==> config.mk <==
export PLATFORM = sky130hd
export DESIGN_NAME = shake_arbiter_flat
export DESIGN_NICKNAME = d
export VERILOG_FILES = /design/src/rtl/shake_arbiter_if.sv /design/src/rtl/shake_arbiter.sv /design/src/flat_wrapper.sv
export SDC_FILE = /design/constraint.sdc
export NUM_CORES = 1
export LEC_CHECK = 0
export CAP_MARGIN = 20
export CORE_AREA = 2 2 172 174
export CTS_BUF_LIST = sky130_fd_sc_hd__clkbuf_8
export CTS_CLUSTER_DIAMETER = 60
export DETAILED_ROUTE_END_ITERATION = 6
export DIE_AREA = 0 0 174 176
export GPL_ROUTABILITY_DRIVEN = 1
export GPL_TIMING_DRIVEN = 0
export SYNTH_ARGS = -nofsm -noshare
export SYNTH_HDL_FRONTEND = slang
export SYNTH_SLANG_ARGS = --single-unit
export TNS_END_PERCENT = 100
==> constraint.sdc <==
create_clock -name clk -period 3.7 [get_ports clk]
set_input_delay 1.11 -clock clk [delete_from_list [all_inputs] [get_ports clk]]
set_output_delay 1.11 -clock clk [all_outputs]
set_load 0.05 [all_outputs]
Wires at chosen ports, followed through buffers:
(3 px per um)
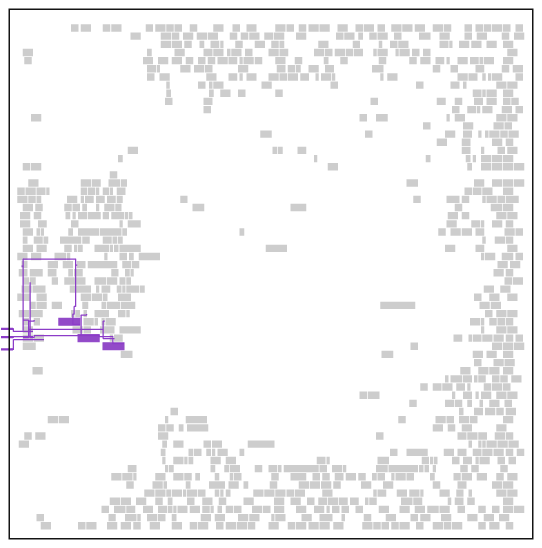
legend:
  purple:
    port: `bus_gnt`
    bits: 3
    direction: output
    edge: left
    end_cells: 3
    wire: 205 um
Ports: 444
port buffer count: 378

Wire density map:
(2 px per um) 35 x 35 tiles, from dark blue (low) to red (high), scaled to the fullest tile. Values are wire area over tile area, all layers added.
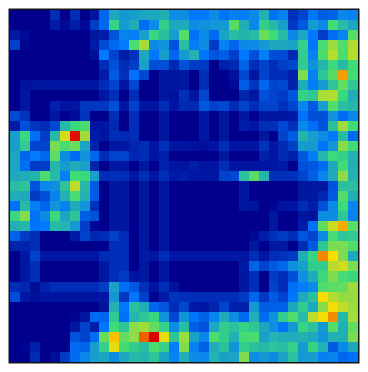
densest ninth of the die: bottom right
tiles over half the peak: 8.2%
emptiest ninth of the die: middle
fullest tile: 0.59
mean over tiles: 0.11
nearly empty tiles: 25%
Vias: 4658
total track usage: 12.9%
WL/cell: 18.0 um
final WL: 21600 um

Cell placement:
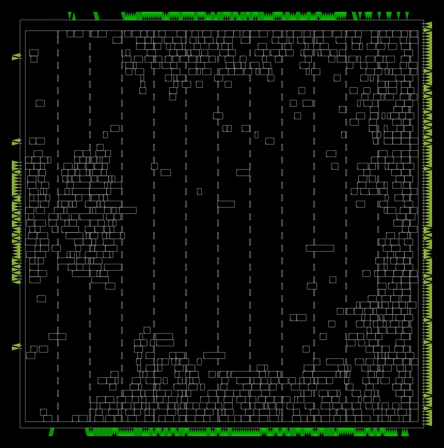
final core occ: 25.9%
registers: 11

==> out/results.txt <==
status: finished, final reports clean
CP delay by family, top: buffers and inverters
net count after synthesis: 724
Max Clock Skew: 0.00209 ns
number of diodes: 0
Combinational Power: 0.740 mW
combinational share of power: 74.2%
detailed router's first-iteration violation count: 141
clk slew on worst S/H paths: 0.05 ns
clock network power: 0.122 mW
CP max-delay cell: a22oi_1
crit end category: output port
num rows: 62
unrepaired setup endpoints after global routing: false
xor/xnor share: 0%
Syn Inst Count: 425
crit path kind: in -> out
number of vias per cell: 3.89
Chip Area, Yosys: 2770 um^2
clk tree area frac: 0.609%
Multi-In Gates: 304
Synth top cell by count: nand2_1
power per standard cell area: 135 nW/um^2
Worst Path Required: 2.59 ns
P_leak: 3.00 nW
M1 WL: 9190 um
final hold slack: 0.513 ns
met2 wire length: 11000 um
TritonCTS clock tree: built
NonClk Buf Share: 61.6%
DIE AREA: 30600 um^2
Registers, synthesis: 11
crit path max fanout: 10
clock buffer count from CTS: 3
final hold violation count: 0
Layout area overhead: 167%
Slew Limit Headroom: 63.6%
grt total ovfl: 0
Post-synth EDFFs: 0
Post-Layout Inst Area: 7400 um^2
Gate Area: 2070 um^2
# setup viols final: 0
clock sinks: 11
initial antenna violation count: 1
Hold Buf Count CTS: 0
DRC violations left: 0
Adder Share, Synth: 2.71%
routing usage on met1: 16.6%
HPWL Detailed: 18300 um
register share of total power: 13.6%
placed inst area: 7250 um^2
critical path cell sequence: clkdlybuf4s15_1 > buf_6 > nand2_1 > nor2_4 > buf_12 > buf_16 > buf_8 > a22oi_1 > o21ai_2 > buf_6
Yosys Warn Count: 0
Comb/total area: 27.9%
pre-CTS setup slack: -1.55 ns
Synth Area per Inst: 6.51 um^2
Power and IR drop assume default switching activity.
